Run 1, metal 1:
Bar = 20 um.
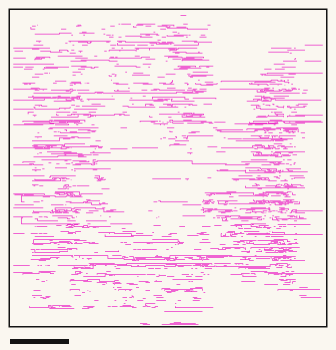
Run 1, register map, names as in the netlist:
Bar = 20 um.
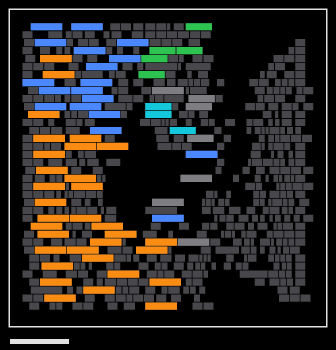
Run 1, close-up of the layout:
Bar = 20 um. Window x 29 to 79, y 50 to 100 um. Cells in grey, sequential cells in the stronger grey; small squares are vias.
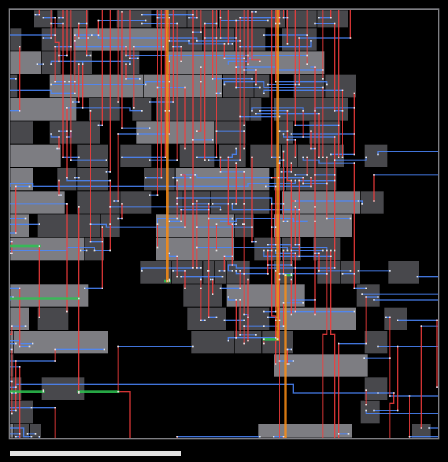
Run 1, clock wiring as the flow saved it:
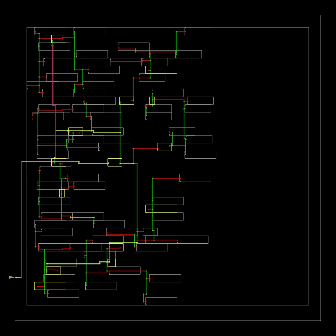
**config.mk**
```make
export PLATFORM = sky130hd
export DESIGN_NAME = u_lsu
export DESIGN_NICKNAME = d
export VERILOG_FILES = /design/src/rtl/lsu_pkg.sv /design/src/rtl/u_lsu_align.sv /design/src/rtl/u_lsu.sv
export SDC_FILE = /design/constraint.sdc
export NUM_CORES = 1
export LEC_CHECK = 0
export ABC_CLOCK_PERIOD_IN_PS = 3570
export CORE_MARGIN = 4
export CORE_UTILIZATION = 40
export CTS_CLUSTER_DIAMETER = 120
export CTS_CLUSTER_SIZE = 16
export DETAILED_ROUTE_END_ITERATION = 12
export GPL_TIMING_DRIVEN = 1
export PLACE_DENSITY = 0.88
export SKIP_LAST_GASP = 1
export SYNTH_ARGS = -nofsm -noshare
export SYNTH_HDL_FRONTEND = slang
export SYNTH_HIERARCHICAL = 1
export SYNTH_SLANG_ARGS = --single-unit
```
**constraint.sdc**
```tcl
create_clock -name clk -period 3.57 [get_ports clk]
set_clock_uncertainty 0.15 [all_clocks]
set_input_delay 0.357 -clock clk [delete_from_list [all_inputs] [get_ports clk]]
set_output_delay 0.357 -clock clk [all_outputs]
set_load 0.01 [all_outputs]
```
**src/rtl/lsu_pkg.sv**
```systemverilog
// lsu_pkg: shared definitions for the load/store unit.
//   - RV32I load/store funct3 codes (size in [1:0], unsigned flag in [2])
//   - FSM state type
//   - byte-lane mask constants and the size/offset -> lane mask helper
package lsu_pkg;

  localparam logic [2:0] F3_B  = 3'b000;
  localparam logic [2:0] F3_H  = 3'b001;
  localparam logic [2:0] F3_W  = 3'b010;
  localparam logic [2:0] F3_BU = 3'b100;
  localparam logic [2:0] F3_HU = 3'b101;

  localparam logic [3:0] MASK_B   = 4'b0001;
  localparam logic [3:0] MASK_HLO = 4'b0011;
  localparam logic [3:0] MASK_HHI = 4'b1100;
  localparam logic [3:0] MASK_W   = 4'b1111;

  typedef enum logic [1:0] {IDLE, ACC, WAIT, RESP} lsu_st_t;

  // sz is funct3[1:0]; the reserved size code yields no lanes.
  function automatic logic [3:0] lane_mask(input logic [1:0] sz, input logic [1:0] off);
    case (sz)
      2'b00:   lane_mask = MASK_B << off;
      2'b01:   lane_mask = off[1] ? MASK_HHI : MASK_HLO;
      2'b10:   lane_mask = MASK_W;
      default: lane_mask = 4'b0000;
    endcase
  endfunction

endpackage

```
**src/rtl/u_lsu_align.sv**
```systemverilog
// u_lsu_align: combinational data alignment for the load/store unit.
//   st     in  1=store, 0=load
//   funct3 in  RV32I funct3
//   off    in  byte offset adr[1:0]
//   wd     in  raw store data
//   rd     in  raw SRAM read word
//   mask   out byte-lane mask for the access
//   wdata  out lane-replicated store data
//   rdata  out aligned, sign/zero-extended load data
//   err    out misaligned access or illegal funct3
module u_lsu_align
  import lsu_pkg::*;
(
  input  logic        st,
  input  logic [2:0]  funct3,
  input  logic [1:0]  off,
  input  logic [31:0] wd,
  input  logic [31:0] rd,
  output logic [3:0]  mask,
  output logic [31:0] wdata,
  output logic [31:0] rdata,
  output logic        err
);

  logic [1:0]  sz;
  logic [7:0]  byte_v;
  logic [15:0] half_v;

  assign sz   = funct3[1:0];
  assign mask = lane_mask(sz, off);

  always_comb begin
    err = 1'b0;
    case (sz)
      2'b01:   err = off[0];
      2'b10:   err = (off != 2'b00);
      2'b11:   err = 1'b1;
      default: err = 1'b0;
    endcase
    // Stores have no unsigned forms; loads only have LBU/LHU.
    if (funct3[2] && (st || sz[1])) err = 1'b1;
  end

  always_comb begin
    case (sz)
      2'b00:   wdata = {4{wd[7:0]}};
      2'b01:   wdata = {2{wd[15:0]}};
      default: wdata = wd;
    endcase
  end

  always_comb begin
    case (off)
      2'd0:    byte_v = rd[7:0];
      2'd1:    byte_v = rd[15:8];
      2'd2:    byte_v = rd[23:16];
      default: byte_v = rd[31:24];
    endcase
  end

  assign half_v = off[1] ? rd[31:16] : rd[15:0];

  always_comb begin
    case (funct3)
      F3_B:    rdata = {{24{byte_v[7]}}, byte_v};
      F3_BU:   rdata = {24'd0, byte_v};
      F3_H:    rdata = {{16{half_v[15]}}, half_v};
      F3_HU:   rdata = {16'd0, half_v};
      default: rdata = rd;
    endcase
  end

endmodule

```
**src/rtl/u_lsu.sv**
```systemverilog
// u_lsu: load/store unit between the execute stage and the SRAM data port.
//   clk, rstn             clock, asynchronous active-low reset
//   lsu_req/st/funct3/adr/wd/rd_a  request from exe (sampled in IDLE only)
//   lsu_flush             blocks acceptance; cancels a pending write-back
//   lsu_busy/done/err     status to exe / hazard unit
//   lsu_rd_e/rd_a_o/rd_i  register-file write-back
//   dat_a/we/wd/re/rd     SRAM port (driven only during the access cycle)
module u_lsu
  import lsu_pkg::*;
#(
  parameter int SRAM_LAT = 1,
  parameter int AW       = 16
) (
  input  logic          clk,
  input  logic          rstn,
  input  logic          lsu_req,
  input  logic          lsu_st,
  input  logic [2:0]    lsu_funct3,
  input  logic [31:0]   lsu_adr,
  input  logic [31:0]   lsu_wd,
  input  logic [4:0]    lsu_rd_a,
  input  logic          lsu_flush,
  output logic          lsu_busy,
  output logic          lsu_done,
  output logic          lsu_err,
  output logic          lsu_rd_e,
  output logic [4:0]    lsu_rd_a_o,
  output logic [31:0]   lsu_rd_i,
  output logic [AW-1:0] dat_a,
  output logic [3:0]    dat_we,
  output logic [31:0]   dat_wd,
  output logic [3:0]    dat_re,
  input  logic [31:0]   dat_rd
);

  localparam logic [2:0] LAT_M1 = 3'(SRAM_LAT - 1);

  lsu_st_t       state;
  logic [2:0]    cnt;
  logic          flushed_q;
  logic [4:0]    rd_a_q;
  logic          st_q;
  logic [2:0]    f3_q;
  logic [AW+1:0] adr_q;
  logic [31:0]   wd_q;

  logic          accept;
  logic          in_acc;
  logic          in_resp;
  logic          acc_ok;
  logic [3:0]    mask;
  logic [31:0]   wdata;
  logic [31:0]   rdata;
  logic          err;
  logic          unused_adr;

  // Upper address bits alias onto the SRAM window.
  assign unused_adr = ^lsu_adr[31:AW+2];

  assign accept  = (state == IDLE) && lsu_req && !lsu_flush;
  assign in_acc  = (state == ACC);
  assign in_resp = (state == RESP);
  assign acc_ok  = in_acc && !err;

  u_lsu_align u_align (
    .st     (st_q),
    .funct3 (f3_q),
    .off    (adr_q[1:0]),
    .wd     (wd_q),
    .rd     (dat_rd),
    .mask   (mask),
    .wdata  (wdata),
    .rdata  (rdata),
    .err    (err)
  );

  // Request capture: data fields carry no reset, they are qualified by state.
  always_ff @(posedge clk) begin
    if (accept) begin
      st_q  <= lsu_st;
      f3_q  <= lsu_funct3;
      adr_q <= lsu_adr[AW+1:0];
      wd_q  <= lsu_wd;
    end
  end

  always_ff @(posedge clk or negedge rstn) begin
    if (!rstn) begin
      state     <= IDLE;
      cnt       <= 3'd0;
      flushed_q <= 1'b0;
      rd_a_q    <= 5'd0;
    end else begin
      case (state)
        IDLE: begin
          if (accept) begin
            state     <= ACC;
            flushed_q <= 1'b0;
            rd_a_q    <= lsu_rd_a;
          end
        end
        ACC: begin
          if (st_q || err) begin
            state <= IDLE;
          end else if (SRAM_LAT > 1) begin
            state <= WAIT;
            cnt   <= LAT_M1;
          end else begin
            state <= RESP;
          end
        end
        WAIT: begin
          cnt <= cnt - 3'd1;
          if (cnt == 3'd1) state <= RESP;
        end
        RESP:    state <= IDLE;
        default: state <= IDLE;
      endcase
      if ((state != IDLE) && lsu_flush) flushed_q <= 1'b1;
    end
  end

  // Access cycle: SRAM port live only here, and only for a legal request.
  assign dat_a  = acc_ok ? adr_q[AW+1:2] : '0;
  assign dat_we = (acc_ok && st_q)  ? mask  : 4'd0;
  assign dat_wd = (acc_ok && st_q)  ? wdata : 32'd0;
  assign dat_re = (acc_ok && !st_q) ? mask  : 4'd0;

  // Completion / write-back; a flush arriving in RESP itself also cancels.
  assign lsu_busy   = (state != IDLE);
  assign lsu_done   = (in_acc && (st_q || err)) || in_resp;
  assign lsu_err    = in_acc && err;
  assign lsu_rd_e   = in_resp && !flushed_q && !lsu_flush && (rd_a_q != 5'd0);
  assign lsu_rd_i   = in_resp ? rdata : 32'd0;
  assign lsu_rd_a_o = rd_a_q;

endmodule

```
==> run notes, run 1 <==
run metrics: Clock Tree Root=clkbuf_8, synthesis-stage register bit count=65, nature of the critical path endpoint=output port, met3 WL=~1.3 mm, crit path kind=reg -> out, Cell area leaders=edfxtp_1 (41%), and2_1 (8.8%), dfrtp_1 (6.9%), die height=107.7 um, flip-flops with a built-in enable=54, Slew Viols, Final=0, crit-path max FO=15, Area leader share=around 41%, Core ar.=9729 um2, Reg clk slew, reported paths=0.07 ns, maximum clock rate=0.3039 GHz, die area=11600 um2, Gate Count Post-Synth=approximately 380, Post-synth top cells=and2_1 (56), edfxtp_1 (54), and3_1 (32), GPL Wtd Cong=0.8363, RSZ-0062 raised after global routing=no, Avg Cell Area, Syn=10.58 um2, Final nets=665, initial antenna violation count=0, largest net degree at the start of global routing=37, cell-internal power=1.885 mW, Seq pwr share=40.2%, fraction of layout cells with a size suffix above 1=between 10% and 20%, ys cells=376, tool warnings=approximately 41, WP data required=3.06 ns, routed wl met2=6.166 mm, Unique cell types=45, Dominant Register Cell=edfxtp_1, IO Port Bufs=roughly 190, Slew headroom=34.04%, DP HPWL=8.966 mm, die width=107.7 um, sw frac=28.34%, WL/cell=roughly 18 um, # fillers=755, area leader, netlist=edfxtp_1, status=finished, final reports clean, initial DRC count=173, standard-cell rows=36, fraction of power consumed by the clock network=roughly 28%, drc violations=0, area reported by Yosys stat=about 4000 um2, CTS Buffer Depth=2, Max rail drop VDD=around 0.39 mV, net switching power=0.7453 mW, Top-Level Pins=between 200 and 250, Slew @ Worst Pin=0.9853 ns, minimum clock period=approximately 3.3 ns, final hold vios=0, CP Launch Type=flip-flop, max cap viols=0, CTS hold repair buffers=0, met1 WL=4.453 mm, max layer used=met4, clk_lat worst skew=0.33 ns, area grow syn2layout=56.77%, Pwr per Cell Area=422.0 nW/um2, Yosys top cell by instances=and2_1, Min-Delay Path Class=in -> async, synth warn=6, cycle use final=92.16%, leakage=~2.4 nW, TritonCTS clock tree=done, vias in the first global route=3669, sequential share of the synthesized area=about 48%, GRT overflow=0, Tot GR Track Use=20.63%, syn nets=487, combinational power share=32.2%, CTS sink cnt=65, post-DR vias/cell=5.272, first-pass GRT wire length=18.62 mm, Syn Std Cell Area=3976 um2, ANT nets after route=0, H-Tree Level Count=3, count of final setup violators=0, floorplan utilization=40.87%, ant diodes=0, Worst Path Arrival=about 2.8 ns, setup TNS=0 ns, drt first pass iters=4, Synth async-reset ratio=16.92%
About 'metal 1':
share of all routed wire: 37%
nets with wire on the layer: 559
main direction: horizontal
met1 usage: 22.38%
Via Count: 3643
final WL: 12.16 mm

About 'register map, names as in the netlist':
legend:
  `adr_q`:
    colour: blue
    sequential_cells: 18
  `wd_q`:
    colour: orange
    sequential_cells: 32
  `cnt`:
    colour: cyan
    sequential_cells: 3
  `lsu_rd_a_o`:
    colour: green
    sequential_cells: 5
    where: north
not coloured: 7
Sequential Power: 1.06 mW
flop share of the area: 30.43%
final core utilization: 64.07%
Seq. cell area: 1897 um2

About 'close-up of the layout':
legend:
  metal 3:
    colour: green
  metal 1:
    colour: blue
  metal 2:
    colour: red
  metal 4:
    colour: orange
cells with their middle in the window: 105
sequential cells in the window: 21
most frequent: clkdlybuf4s50_1 (26), and2_1 (11), edfxtp_1 (11)
netlist names of flops here include: `adr_q` (8), `lsu_rd_a_o` (4), `cnt` (3)

About 'clock wiring as the flow saved it':
Power Clock: 0.728 mW
number of CTS-inserted buffers: 9
# clk buffers: 9

run 1: flip-flops by register name (all words and copies together) (netlist names):
register and cells:
wd_q 32, adr_q 18, lsu_rd_a_o 5, cnt 3, f3_q 3, state 2
flushed_q 1, st_q 1
run 1: through the flow:
stage / hold WS, ns / cells / worst slack, ns / power (mW) / cell area (um2)
after CTS: 0.1921 / 687 / 0.1086 / 2.651 / 6193
after detailed placement: 0.3260 / 672 / 0.4503 / 1.906 / 5962
final: 0.2001 / 691 / 0.2800 / 2.630 / 6233
after global routing: 0.2179 / 691 / 0.06544 / 2.782 / 6233
after global placement: 0.3103 / 672 / 0.4981 / 1.866 / 5962
after floorplan: -0.08859 / 376 / 0.3367 / 1.502 / 3976
run 1: final cells by class:
cell class                      count  area, um2  share of cell area (%)
Tap cell                          133      166.4                   2.670
Inverter                            7      26.28                  0.4215
Multi-Input combinational cell    265       1863                   29.89
Sequential cell                    65       1897                   30.43
Clock inverter                      6      107.6                   1.726
Timing Repair Buffer              206       2049                   32.88
Clock buffer                        9      123.9                   1.987
run 1: repair_timing:
action	CTS	global route
buffers inserted	0	4
endpoints found under the setup margin	0	44
resized	0	2
run 1: power groups by stage:
stage / sequential, mW / clock [mW] / combinational (mW)
floorplan: 1.05 / 0 / 0.451
global placement: 1.06 / 0 / 0.805
detailed placement: 1.07 / 0 / 0.834
CTS: 1.06 / 0.749 / 0.844
global route: 1.07 / 0.782 / 0.929
finish: 1.06 / 0.728 / 0.846
run 1: worst max-delay path, cell delays in order (launching register included):
cell	delay, ns
edfxtp_1	0.55
mux4_2	0.60
nand3_1	0.41
o21ai_0	0.19
and3_1	0.22
clkdlybuf4s50_1	0.48
run 1: layout by cell type, fill, tap and decap left out, drive strengths merged, types with 10 or more instances in the layout:
| cell type | synthesis | routed |
|---|---|---|
| clkdlybuf4s50 | 0 | 191 |
| and3 | 33 | 33 |
| nor2b | 18 | 18 |
| and2 | 56 | 56 |
| o21ai | 26 | 26 |
| a21oi | 13 | 13 |
| a221o | 13 | 13 |
| mux2i | 10 | 10 |
| mux2 | 22 | 22 |
| buf | 13 | 15 |
| edfxtp | 54 | 54 |
| nand2 | 24 | 24 |
| dfrtp | 11 | 11 |
run 1: logic make-up after synthesis:
family / count (synthesis) / synth area share, %
AOI/OAI and AO/OA: 70 / 11.83
xor gates and xnor gates: 2 / 0.4406
adders and majority gates: 2 / 0.6292
buffers and inverters: 46 / 5.695
DFF: 65 / 47.70
muxes: 34 / 9.975
and+or+nand+nor: 157 / 23.73
run 1: worst paths after layout:
path	from	endpoint	slack, ns	cells past startpoint
worst max register to register	state[1]	wd_q[19]	1.35	2
min in group clk	cnt[2]	cnt[2]	0.33	1
worst max-delay path	adr_q[1]	lsu_rd_i[24]	0.28	5
worst min register to register	cnt[2]	cnt[2]	0.33	1
max in group asynchronous	rstn	cnt[2]	2.73	1
worst min-delay path	rstn	lsu_rd_a_o[1]	0.20	1
run 1: per-layer routing:
layer	track usage, %	vias up
li1	-	1708
met1	22.38	1726
met2	36.86	194
met3	6.419	15
met4	8.837	0
met5	0	-
==> inputs of run 2 (changes only) <==
- SETUP_SLACK_MARGIN: not set -> 0.3
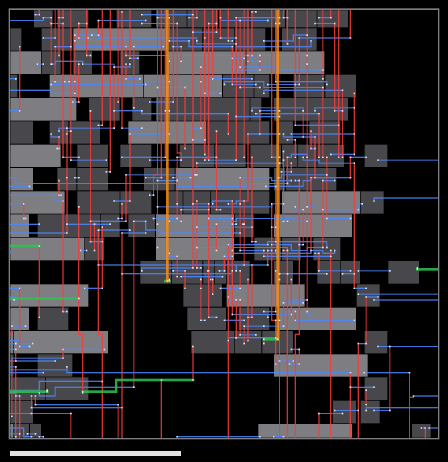
Run 2: close-up of the layout
Bar = 20 um. Window x 29 to 79, y 50 to 100 um. Cells in grey, sequential cells in the stronger grey; small squares are vias.

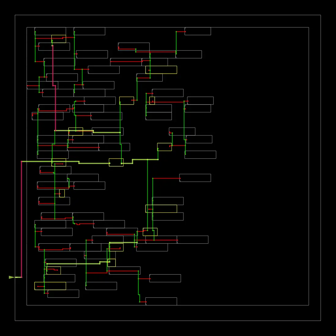
Run 2: clock wiring as the flow saved it
Power Clock: 0.732 mW
Flops: 65
clk_lat worst skew: 0.33 ns
CTS sink cnt: 65

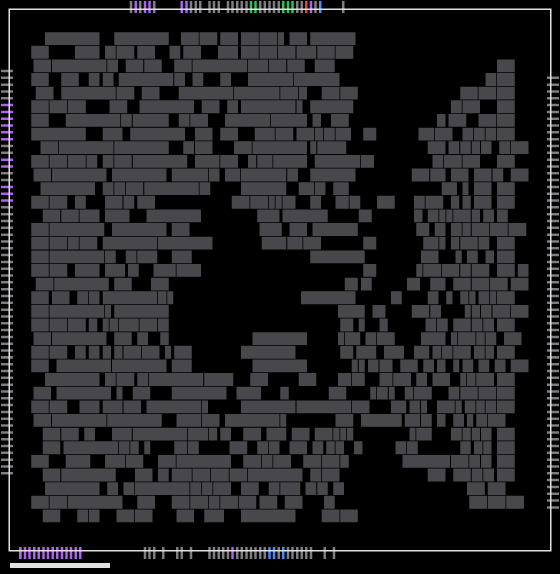
Run 2: pin placement
Bar = 20 um. Pins as bars across the die edge, other pins in grey.
legend:
  `dat_we`:
    colour: blue
    pins: 4
    direction: output
    edge: 3 south, 1 north
  `lsu_done`:
    colour: red
    pins: 1
    direction: output
    edge: north
  `lsu_rd_a_o`:
    colour: green
    pins: 5
    direction: output
    edge: north
  `lsu_adr`:
    colour: purple
    pins: 32
    direction: input
    edge: 15 south, 11 west, 6 north
all pins by edge: 64 east, 60 west, 46 south, 36 north

==> run notes, run 2 <==
run metrics: status=finished, final reports clean, largest net degree at the start of global routing=37, Slew Viols, Final=0, standard-cell rows=36, slowest cell on the critical path=clkdlybuf4s50_1, die area=11600 um2, syn nets=487, critical path startpoint=f3_q[1], minimum clock period=3.127 ns, number of CTS-inserted buffers=9, GRT overflow=0, Area leader share=about two fifths, IO Port Bufs=191, Cell area leaders=edfxtp_1 (41%), and2_1 (8.8%), dfrtp_1 (6.9%), floorplan utilization=40.87%, Max rail drop VDD=0.3933 mV, Worst path max stage delay=0.54 ns, DP HPWL=8.966 mm, fraction of power consumed by the clock network=between 20 and 30%, sw frac=28.85%, Final nets=about 670, ant diodes=0, CTS hold repair buffers=0, drt first pass iters=4, sequential share of the synthesized area=47.70%, worst hold margin=approximately 0.20 ns, net switching power=0.7697 mW, ANT nets after route=0, Unique cell types=approximately 45, Pwr per Cell Area=422.4 nW/um2, H-Tree Level Count=3, GPL Wtd Cong=~0.84, Largest register FFs=32, Slew headroom=about a third, Post-synth top cells=and2_1 (56), edfxtp_1 (54), and3_1 (32), crit-path max FO=35, nature of the critical path endpoint=output port, Dominant Register Cell=edfxtp_1, leakage=around 2.4 nW, CP Launch Type=flip-flop, Min-Delay Path Class=in -> async, cycle use final=between 80% and 90%, Core ar.=9729 um2, TritonCTS clock tree=done, max cap viols=0, Via Count=3661, largest register by flop count=wd_q, die height=approximately 110 um, initial antenna violation count=0, ys cells=about 380, maximum clock rate=0.3198 GHz, Syn Std Cell Area=3976 um2, area reported by Yosys stat=3976 um2, synth warn=6, synthesis-stage register bit count=65, CP bufs+invs=2, initial DRC count=197, Clock Tree Root=clkbuf_8, Top cells excl fill/tap=clkdlybuf4s50_1 (191), and2_1 (56), edfxtp_1 (54), Reg clk slew, reported paths=0.07 ns, crit path kind=reg -> out, fraction of layout cells with a size suffix above 1=12.10%, RR Startpoint=state[1], final hold vios=0, RSZ-0062 raised after global routing=no, final WL=12.75 mm, first-pass GRT wire length=18.77 mm, count of final setup violators=0, CTS Buffer Depth=2, Seq pwr share=39.8%, area grow syn2layout=58.87%, combinational power share=32.7%, Tot GR Track Use=20.77%, final core utilization=between 60% and 70%, cell-internal power=1.899 mW, setup TNS=0 ns, tool warnings=42, Placed Area=around 6000 um2, Synth async-reset ratio=16.92%, cell family with most CP delay=buffers and inverters, Gate Count Post-Synth=approximately 380, area leader, netlist=edfxtp_1, worst path cell trace=buf_4 -> nor2b_1 -> a22o_1 -> a221o_1 -> and3_1 -> clkdlybuf4s50_1, Yosys top cell by instances=and2_1, flip-flops with a built-in enable=54, vias in the first global route=between 3000 and 4000
run 2: through the flow:
step	instances	worst slack (ns)	total power, mW
final	695	0.4433	2.668
after global placement	672	0.4981	1.866
after floorplan	376	0.3367	1.502
after detailed placement	672	0.4503	1.906
after global routing	695	0.3055	2.816
after CTS	689	0.2635	2.660
run 2: repair_timing:
action,in CTS,in global routing
pin swaps,0,3
buffers inserted,2,4
endpoints found under the setup margin,81,76
endpoints found under the hold margin,0,0
gates resized,4,6
gates cloned,0,2
run 2: layout make-up:
class	count	area [um2]
Inverter	7	26.28
Clock buffer	9	123.9
Fill cell	744	3412
Multi-Input combinational cell	267	1919
Tap cell	133	166.4
Timing Repair Buffer	208	2077
Clock inverter	6	107.6
Sequential cell	65	1897
run 2: logic make-up (layout without fill, tap and decap cells):
logic type,Yosys count,after routing,share of synthesized area (%)
mux,34,34,9.975
flops,65,65,47.70
fa+ha+maj,2,2,0.6292
buf+inv,46,230,5.695
xor+xnor,2,2,0.4406
simple gates,157,159,23.73
compound gates,70,70,11.83
run 2: power groups by stage:
stage               combinational (mW)  sequential [mW]  clock [mW]
finish                           0.874             1.06       0.732
global route                     0.955             1.08       0.782
CTS                              0.855             1.06       0.749
detailed placement               0.834             1.07           0
global placement                 0.805             1.06           0
floorplan                        0.451             1.05           0
run 2: path summary, 6_finish.rpt:
| check | endpoint | slack, ns | cells past startpoint |
|---|---|---|---|
| worst max-delay path | lsu_rd_i[15] | 0.44 | 6 |
| max in group asynchronous | cnt[2] | 2.73 | 1 |
| worst min-delay path | lsu_rd_a_o[1] | 0.20 | 1 |
| worst min register to register | cnt[2] | 0.34 | 1 |
| worst max register to register | wd_q[19] | 1.27 | 2 |
| min in group clk | cnt[2] | 0.34 | 1 |
run 2: layer usage:
metal / share of wire [%] / routed length [um] / GRT usage, %
met2: 51 / 6482 / 37.66
met5: 0 / 0 / 0
met1: 37 / 4764 / 22.34
met4: 2.3 / 299 / 8.386
met3: 9.4 / 1203 / 6.359
==> inputs of run 3 (changes only) <==
- ABC_CLOCK_PERIOD_IN_PS: 3570 -> 3900
- CORE_UTILIZATION: 40 -> 55
- DONT_BUFFER_PORTS: not set -> 1
- PLACE_DENSITY: 0.88 -> 0.77
- clock period: 3.57 -> 3.9 ns (I/O delays scaled with it)
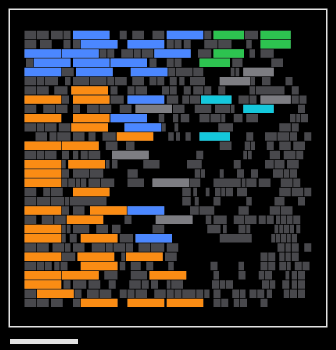
Run 3: register map, names as in the netlist
Bar = 20 um.
legend:
  `lsu_rd_a_o`:
    colour: green
    sequential_cells: 5
  `wd_q`:
    colour: orange
    sequential_cells: 32
  `adr_q`:
    colour: blue
    sequential_cells: 18
  `cnt`:
    colour: cyan
    sequential_cells: 3
not coloured: 7

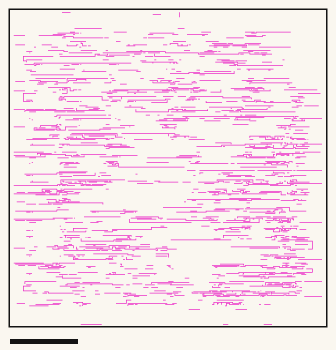
Run 3: metal 1
Bar = 20 um.
final WL: 10.53 mm
met1 usage: 26.43%
Via Count: 2992

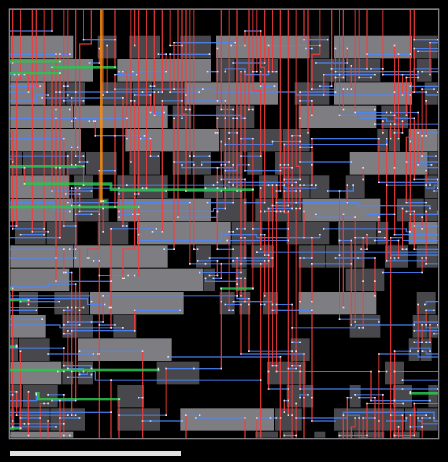
Run 3: close-up of the layout
Bar = 20 um. Window x 22 to 72, y 40 to 90 um. Cells in grey, sequential cells in the stronger grey; small squares are vias.
legend:
  metal 2:
    colour: red
  metal 3:
    colour: green
  metal 1:
    colour: blue
  metal 4:
    colour: orange
most frequent: and2_1 (23), edfxtp_1 (21), dlygate4sd3_1 (12)
sequential cells in the window: 27
cells with their middle in the window: 132
netlist names of flops here include: `adr_q` (12), `wd_q` (6), `lsu_rd_a_o` (3)

==> run notes, run 3 <==
run metrics: final hold vios=0, Seq. cell area=between 1500 and 2000 um2, worst path cell trace=mux2_2 -> a31oi_2 -> o21ai_0 -> and3_1, tool warnings=41, r2r setup slk=roughly 1.3 ns, routed wl met2=about 5.5 mm, GRT overflow=0, cycle use final=77.06%, ant diodes=0, met3 WL=roughly 1 mm, die height=~93 um, floorplan utilization=57.57%, drc violations=0, Pwr per Cell Area=436.3 nW/um2, die width=approximately 93 um, area reported by Yosys stat=3976 um2, RSZ-0062 raised after global routing=no, synthesis-stage register bit count=65, ys cells=376, Synth async-reset ratio=16.92%, slowest cell on the critical path=edfxtp_1, status=finished, final reports clean, crit path kind=reg -> out, CTS sink cnt=65, DP HPWL=slightly below 7 mm, synth warn=6, number of CTS-inserted buffers=9, # fillers=522, Area leader share=40.78%, final core utilization=67.93%, maximum clock rate=0.3328 GHz, ANT nets after route=0, die area=8654 um2, nature of the critical path endpoint=output port, syn nets=487, Tot GR Track Use=around 24%, Unique cell types=45, initial DRC count=around 120, CTS Buffer Depth=2, Max rail drop VDD=~0.35 mV, WL/cell=20.65 um, Cell Count, Final, Fillers Out=510, Top-Level Pins=about 210, Pwr Total=2.047 mW, dominant logic cell type in the layout=and2_1, clk_lat worst skew=0.34 ns, IO Port Bufs=0, fraction of layout cells with a size suffix above 1=12.32%, H-Tree Level Count=3, CP bufs+invs=0, WP data required=3.36 ns, largest net degree at the start of global routing=45, Top cells excl fill/tap=and2_1 (56), dlygate4sd3_1 (55), edfxtp_1 (54), Core ar.=6907 um2, setup TNS=0 ns, GPL Wtd Cong=0.8688, Reg clk slew, reported paths=0.08 ns, first-pass GRT wire length=16.34 mm, Combinational Area=1859 um2, Final nets=520, standard-cell rows=30, crit-path max FO=16, area leader, netlist=edfxtp_1, flip-flops with a built-in enable=54, Post-synth top cells=and2_1 (56), edfxtp_1 (54), and3_1 (32), Cell area leaders=edfxtp_1 (41%), and2_1 (8.8%), dfrtp_1 (6.9%), Syn Std Cell Area=3976 um2, initial antenna violation count=0, Slew headroom=between 20 and 30%, Clock Tree Root=clkbuf_8, Worst Path Arrival=between 2 and 2.5 ns, drt first pass iters=5, leakage=1.876 nW, area grow syn2layout=18.00%, TritonCTS clock tree=done, sequential share of the synthesized area=approximately 48%, max cap viols=0, CP Launch Type=flip-flop, Worst path max stage delay=roughly 0.7 ns, worst hold margin=0.04927 ns, Slew @ Worst Pin=approximately 1.1 ns, minimum clock period=approximately 3 ns, met1 WL=slightly below 4 mm, Min-Delay Path Class=in -> reg, vias in the first global route=3105, max layer used=met4, Avg Cell Area, Syn=10.58 um2, Dominant Register Cell=edfxtp_1, count of final setup violators=0, cell family with most CP delay=AND-OR/OR-AND gates
run 3: area by class of cell:
class | count | share of cell area (%)
multi-input combinational | 265 | 39.63
clock inverter | 7 | 1.493
clock buffer | 9 | 2.640
inverter | 7 | 0.5600
sequential | 65 | 40.43
tap | 96 | 2.560
timing repair buffer | 61 | 12.69
run 3: report_power, final:
group / internal, mW / switching, mW
registers: 0.880 / 0.143
logic: 0.226 / 0.238
clock network: 0.295 / 0.264
run 3: layer usage:
layer	GRT usage (%)	vias up
li1	-	1416
met2	43.37	160
met3	8.769	10
met4	8.181	0
met1	26.43	1406
met5	0	-
run 3: worst paths after layout:
| path | start | cells past startpoint | endpoint |
|---|---|---|---|
| hold reg to reg | cnt[2] | 1 | cnt[2] |
| min in group asynchronous | rstn | 1 | lsu_rd_a_o[1] |
| hold / removal | lsu_rd_a[3] | 1 | lsu_rd_a_o[3] |
| setup reg to reg | state[1] | 3 | wd_q[5] |
| max in group asynchronous | rstn | 1 | cnt[2] |
| setup / recovery | adr_q[1] | 4 | lsu_rd_i[17] |
run 3: logic make-up (layout without fill, tap and decap cells):
kind of cell | Yosys count | count (layout) | synth area share (%)
mux | 34 | 34 | 9.975
compound gates | 70 | 70 | 11.83
flops | 65 | 65 | 47.70
simple gates | 157 | 157 | 23.73
fa+ha+maj | 2 | 2 | 0.6292
buf+inv | 46 | 84 | 5.695
xor+xnor | 2 | 2 | 0.4406
run 3: repair_timing:
action	CTS	global route
gates resized	0	1
hold buffers	55	0
endpoints found under the setup margin	0	4
endpoints found under the hold margin	65	0
buffers inserted	0	0
run 3: per-stage QoR:
step	cell area, um2	setup slack [ns]
CTS	4686	0.5919
floorplan	3976	0.6667
global route	4692	0.6065
global placement	3941	1.069
detailed placement	3941	0.9435
finish	4692	0.8948
No activity file was given, so power comes from the tool's default toggle rates.
